===== config.mk =====
export PLATFORM = sky130hd
export DESIGN_NAME = seq_detect_scheduler
export DESIGN_NICKNAME = d
export VERILOG_FILES = /design/src/rtl/seq_detect_scheduler_pkg.sv /design/src/rtl/seq_rr_arbiter.sv /design/src/rtl/seq_detect_scheduler.sv
export SDC_FILE = /design/constraint.sdc
export NUM_CORES = 1
export LEC_CHECK = 0
export CORE_MARGIN = 2
export CORE_UTILIZATION = 45
export DETAILED_ROUTE_END_ITERATION = 8
export PLACE_DENSITY = 0.76
export SETUP_SLACK_MARGIN = 0.5
export SLEW_MARGIN = 25
export SYNTH_ARGS = -nofsm -noshare
export SYNTH_HDL_FRONTEND = slang
export SYNTH_SLANG_ARGS = --single-unit

===== constraint.sdc =====
create_clock -name clk_pulse -period 1.85 [get_ports clk_pulse]
set_input_delay 0.4625 -clock clk_pulse [delete_from_list [all_inputs] [get_ports clk_pulse]]
set_output_delay 0.4625 -clock clk_pulse [all_outputs]
set_load 0.005 [all_outputs]

===== src/rtl/seq_detect_scheduler_pkg.sv =====
// Shared definitions for the 11011 detector scheduler.
//   state_e     : scheduler FSM encodings (IDLE/GRANT/SHIFT/DRAIN/DONE)
//   SEQ_PATTERN : the serial pattern the shared detector recognises
//   SEQ_LEN     : pattern length in bits
package seq_detect_scheduler_pkg;

  typedef enum logic [2:0] {
    ST_IDLE  = 3'd0,
    ST_GRANT = 3'd1,
    ST_SHIFT = 3'd2,
    ST_DRAIN = 3'd3,
    ST_DONE  = 3'd4
  } state_e;

  localparam logic [4:0] SEQ_PATTERN = 5'b11011;
  localparam int         SEQ_LEN     = 5;

endpackage


===== src/rtl/seq_rr_arbiter.sv =====
// Two-way round-robin arbiter.
//   clk_pulse/clear : clock and synchronous active-high reset
//   req_0/req_1     : current requests
//   advance         : commit the current winner as "last granted"
//   winner          : id of the requester that would be granted now
//   valid           : at least one request present
// After reset requester 0 has priority (last granted is taken as 1).
module seq_rr_arbiter (
  input  logic clk_pulse,
  input  logic clear,
  input  logic req_0,
  input  logic req_1,
  input  logic advance,
  output logic winner,
  output logic valid
);

  logic last_q, last_d;

  always_ff @(posedge clk_pulse) begin
    if (clear) last_q <= 1'b1;
    else       last_q <= last_d;
  end

  always_comb begin
    valid  = req_0 | req_1;
    // Contention goes to whoever was not served last; a lone request wins outright.
    winner = (req_0 && req_1) ? ~last_q : req_1;
    last_d = (advance && valid) ? winner : last_q;
  end

endmodule


===== src/rtl/seq_detect_scheduler.sv =====
// Time-shares one external 11011 detector between two frame requesters.
// Each granted frame resets the detector, is shifted in MSB-first, and the
// detector hits seen during that frame are counted (saturating).
//   clk_pulse, clear      : clock, synchronous active-high reset
//   req_0/1, frame_0/1    : requests and their parallel frames
//   grant_0/1             : one-cycle accept pulses
//   det_clear/det_inp     : drive detector clear / serial input
//   det_out               : detector output
//   busy, done, done_id   : activity, completion pulse, finished requester
//   match_count           : hits in the last frame
module seq_detect_scheduler
  import seq_detect_scheduler_pkg::*;
#(
  parameter int FRAME_W = 16,
  parameter int CNT_W   = 4
) (
  input  logic               clk_pulse,
  input  logic               clear,
  input  logic               req_0,
  input  logic [FRAME_W-1:0] frame_0,
  input  logic               req_1,
  input  logic [FRAME_W-1:0] frame_1,
  output logic               grant_0,
  output logic               grant_1,
  output logic               det_clear,
  output logic               det_inp,
  input  logic               det_out,
  output logic               busy,
  output logic               done,
  output logic               done_id,
  output logic [CNT_W-1:0]   match_count
);

  localparam int BC_W = $clog2(FRAME_W) + 1;
  localparam logic [BC_W-1:0]  LAST_BIT = BC_W'(FRAME_W - 1);
  localparam logic [CNT_W-1:0] CNT_MAX  = '1;

  state_e             state_q, state_d;
  logic               id_q, id_d;           // requester owning the current frame
  logic               done_id_q, done_id_d;
  logic [FRAME_W-1:0] sr_q, sr_d;
  logic [BC_W-1:0]    bit_cnt_q, bit_cnt_d;
  logic [CNT_W-1:0]   cnt_q, cnt_d;
  logic [CNT_W-1:0]   cnt_inc;

  logic arb_adv, arb_winner, arb_valid;

  seq_rr_arbiter u_arb (
    .clk_pulse (clk_pulse),
    .clear     (clear),
    .req_0     (req_0),
    .req_1     (req_1),
    .advance   (arb_adv),
    .winner    (arb_winner),
    .valid     (arb_valid)
  );

  always_ff @(posedge clk_pulse) begin
    if (clear) begin
      state_q   <= ST_IDLE;
      id_q      <= 1'b0;
      done_id_q <= 1'b0;
      sr_q      <= '0;
      bit_cnt_q <= '0;
      cnt_q     <= '0;
    end else begin
      state_q   <= state_d;
      id_q      <= id_d;
      done_id_q <= done_id_d;
      sr_q      <= sr_d;
      bit_cnt_q <= bit_cnt_d;
      cnt_q     <= cnt_d;
    end
  end

  always_comb begin
    state_d   = state_q;
    id_d      = id_q;
    done_id_d = done_id_q;
    sr_d      = sr_q;
    bit_cnt_d = bit_cnt_q;
    cnt_d     = cnt_q;
    arb_adv   = 1'b0;
    cnt_inc   = (cnt_q == CNT_MAX) ? cnt_q : cnt_q + CNT_W'(1);

    case (state_q)
      ST_IDLE, ST_DONE: begin
        if (arb_valid) begin
          state_d = ST_GRANT;
          id_d    = arb_winner;
          arb_adv = 1'b1;
        end else begin
          state_d = ST_IDLE;
        end
      end
      ST_GRANT: begin
        sr_d      = id_q ? frame_1 : frame_0;
        cnt_d     = '0;
        bit_cnt_d = '0;
        state_d   = ST_SHIFT;
      end
      ST_SHIFT: begin
        sr_d = {sr_q[FRAME_W-2:0], 1'b0};
        // det_out lags det_inp by one cycle, so bit 0 of the window is the
        // post-clear detector state and is skipped.
        if (bit_cnt_q != '0 && det_out) cnt_d = cnt_inc;
        if (bit_cnt_q == LAST_BIT) state_d   = ST_DRAIN;
        else                       bit_cnt_d = bit_cnt_q + BC_W'(1);
      end
      ST_DRAIN: begin
        // Result of the final frame bit arrives here.
        if (det_out) cnt_d = cnt_inc;
        done_id_d = id_q;
        state_d   = ST_DONE;
      end
      default: state_d = ST_IDLE;
    endcase
  end

  assign grant_0     = (state_q == ST_GRANT) && !id_q;
  assign grant_1     = (state_q == ST_GRANT) &&  id_q;
  assign det_clear   = clear || (state_q == ST_GRANT);
  assign det_inp     = (state_q == ST_SHIFT) && sr_q[FRAME_W-1];
  assign busy        = (state_q != ST_IDLE);
  assign done        = (state_q == ST_DONE);
  assign done_id     = done_id_q;
  assign match_count = cnt_q;

endmodule


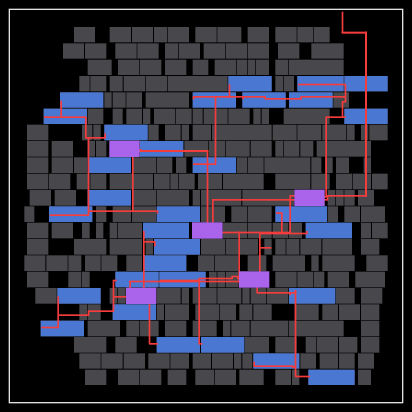
(routed clock nets over the placement)
(6 px per um)
[purple] clock drivers | count: 5
[blue] flip-flops | count: 31
[red] clock wires | length: 421 um
routed clock nets	6
flops lie	widely spread

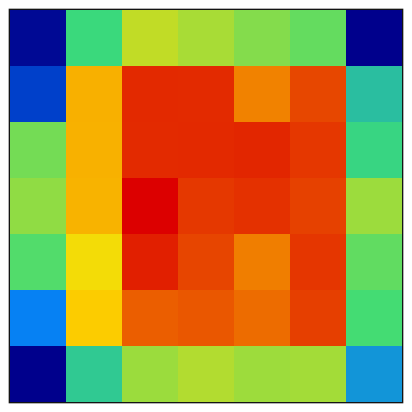
(cell density map)
(6 px per um) 7 x 7 tiles, from dark blue (low) to red (high), 0 to 100% covered.
mean over tiles	68%
fullest tile	100%
densest ninth of the die	middle
tiles over 75% full	49%
nearly empty tiles	6.1%

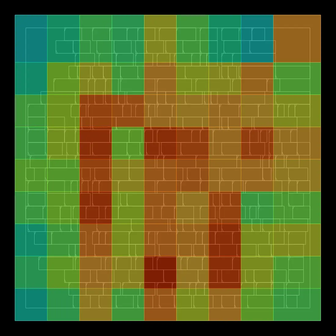
(routing congestion)
met1 track utilization from global routing: 28.8%
post-detailed-route wirelength per cell: 16.3 um
GR met3 Demand/Resource: 5.99%
busiest layer in global routing: met2

==> run notes <==
Synthesis and PnR results.

- For this run, the total global-route usage over all layers was measured as 25.0%.
- Per the timing report, the most critical flop-to-flop path originates at state_q[2].
- The remaining global-route overflow is 0.
- The clock buffer count from CTS is 5.
- The synthesized netlist devotes 1.04% of its cell area to XOR and XNOR gates.
- The static leakage reads approximately 1.2 nW.
- The worst setup path is captured at an output pin.
- The total of clock buffers placed in the layout reads 6.
- For the final routed database, the setup TNS stands at 0 ns.
- The data arrival time of the worst path reads 1.33 ns.
- The flow ran to the end, and the final reports show no timing, DRC or antenna violations.
- On the final layout, the worst hold slack is between 0.4 and 0.5 ns.
- The launching instance or port of the critical path reads state_q[2].
- The boundary pin count is 48.
- Once layout is complete, the cells apart from fillers number approximately 330.
- Per the CTS log, the root buffer master is clkbuf_8.
- The maximum buffer depth of the clock tree reads 2.
- The number of clock sinks came to 31.
- The sequential cell count reads 31.
- The aoi/oai-family share of the synthesized area reads between 15 and 20%.
- The startpoint of the tightest hold check path is sr_q[9].
- The vertical die dimension reported for this design is 65.3 um.
- The area fraction of the dominant cell type after synthesis is ~37%.
- The total number of yosys warnings is 0.
- After synthesis, the design contains roughly 200 cells according to Yosys.
- The routed length on met2 reads 2880 um.
- By count the netlist is led by dfxtp_1 (31), nand2_1 (30), nor2_1 (20).
- The maximum VDD drop reads 0.000415 V.
- Setup repair after global routing could not meet its margin everywhere.
- The count of plain and timing-repair buffers is ~90.
- The largest net degree at the start of global routing reads 32.
- The number of global-route vias before repair reads 1755.
- The power per cell area reads 654 mW/mm^2.
- The period utilization is 96.8%.
- The placement row count is 22.
- The clock transition at the registers of the reported paths reads approximately 0.060 ns.
- The final count of negative-setup-slack endpoints is 0.
- The sequential element share of the synthesized area is 36.7%.
- In the per-layer breakdown of the detailed-route log, met1 shows roughly 2200 um.
- The switching share of total power is between 20% and 30%.
- The number of cells in the design after placement reads slightly below 300.
- In the synthesized netlist, the dominant kind of combinational cell is simple AND/OR/NAND/NOR gates.
- The clock share of power is 24.9%.
- The relative contribution of sequential cells to total power is 39.1%.
- The combined area of all synthesized cells reads 0.00169 sq mm.
- The final weighted congestion of routability-driven global placement reads 0.778.
- The final count of pins violating max slew is 0.
- The type of the tightest min-delay check is reg2reg.
- The top metal layer carrying routed signals is met4.
- Headroom to the max-slew limit came out at 80.2%.
- The worst setup path is of the reg2out kind.
- The combinational share of power is 36.1%.
- For reference, the final report shows the hold violation count at 0.
- The fmax reads about 560 MHz.
- A synthesized cell averages 8.54 sq um.
- The slowest stage cell on the critical path reads dfxtp_2.
- For this run the detailed placement stage logged an HPWL of around 2600 um.
- The required time of the critical path reads 1.39 ns.
- Registers represent a cell area share of 21.4%.
- The area used by multi-input combinational logic is 0.00127 sq mm.
- Per the cell usage report, the commonest logic cells after layout are clkdlybuf4s50_1 (36), buf_4 (23), dfxtp_1 (22).
- The post-synth net total is approximately 240.
- The post-route clock skew reads 0.00809 ns.
- The multi-input logic cell count reads 151.
- The horizontal die dimension is around 65 um.
- The chip area estimate from yosys synthesis is around 0.0017 sq mm.
- At the floorplan stage, the core utilization is reported as 46.6%.
- The routed design shows a via density per instance of between 5 and 6.
- The adder-cell area share of the yosys netlist is 2.96%.
- The wire length of the first global-routing pass is 8140 um.
- The flip-flop and latch area is between 600 and 700 sq um.
- The largest stage delay on the critical path reads 0.33 ns.
- The iteration count recorded for the first detailed-route pass is 4.
- The cell taking the most area after synthesis reads dfxtp_1.
- The tally of max-capacitance violations reads 0.
- The antenna diode instance count is 0.
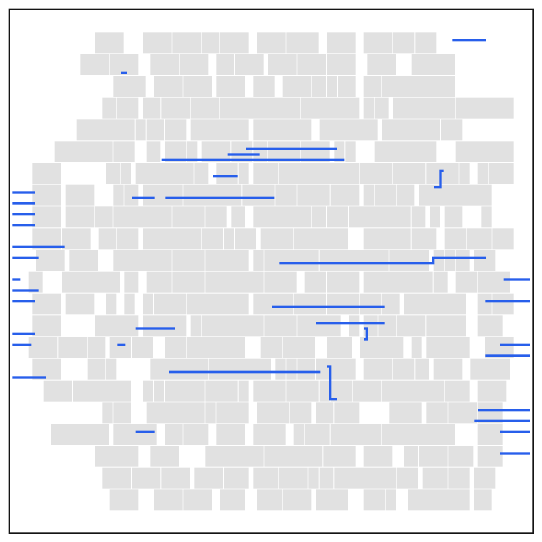
(metal 3)
(8 px per um) Cells faint in the background.
main direction	horizontal
wire length on this layer	215 um
total via count after detailed routing: 1832
drt total wl: 5380 um

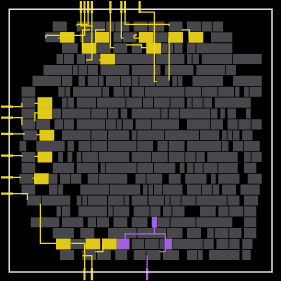
(I/O nets highlighted)
(4 px per um)
color	port	direction	end cells	buffers	wire
purple	req_1	input	3	1	25.2 um
yellow	frame_0	input	16	16	193 um

==> per-layer routing <==
metal	track usage (%)	vias up
met5	0	-
met4	8.85	0
met3	5.99	9
met2	44.9	52
met1	28.8	893
li1	-	878
==> what timing repair did <==
action,4_1_cts,5_1_grt
setup buffers,29,0
gates resized,83,35
endpoints found under the hold margin,0,0
gates cloned,3,0
hold buffers,0,0
setup endpoints to repair,36,34
pin swaps,27,22
==> sequential cells by signal, indices dropped and copies added (netlist names) <==
name,flops
bit_cnt_q,5
done_id,1
id_q,1
match_count,4
sr_q,16
state_q,3
u_arb.last_q,1
==> critical path: cells and delay by family (launching register included) <==
family | cells | cell delay, ns
buffers and inverters | 3 | 0.32
DFF | 1 | 0.33
and+or+nand+nor | 2 | 0.40
==> stage by stage <==
| stage | cell area (sq um) | setup slack (ns) | util (%) | power (mW) |
|---|---|---|---|---|
| floorplan | 1770 | 0.252 | - | 1.05 |
| global placement | 2290 | -0.185 | 62.9 | 1.20 |
| detailed placement | 2290 | -0.179 | 62.9 | 1.21 |
| CTS | 2830 | 0.0763 | 77.8 | 1.87 |
| global route | 2970 | 0.0246 | 81.7 | 2.04 |
| finish | 2970 | 0.0590 | 81.7 | 1.94 |
==> power by group through the flow <==
stage | logic [mW] | clock network (mW) | registers (mW)
floorplan | 0.295 | 0 | 0.759
global placement | 0.438 | 0 | 0.766
detailed placement | 0.442 | 0 | 0.766
CTS | 0.634 | 0.485 | 0.754
global route | 0.746 | 0.531 | 0.763
finish | 0.701 | 0.483 | 0.759
==> path summary, 6_finish.rpt <==
kind               to  slack (ns)  cells after the start
max           grant_1        0.06                      5
min reg2reg  sr_q[10]        0.46                      2
max reg2reg  sr_q[14]        0.11                     11
min          sr_q[10]        0.46                      2
Power figures rest on the tool's default switching activity, not on a simulated workload.
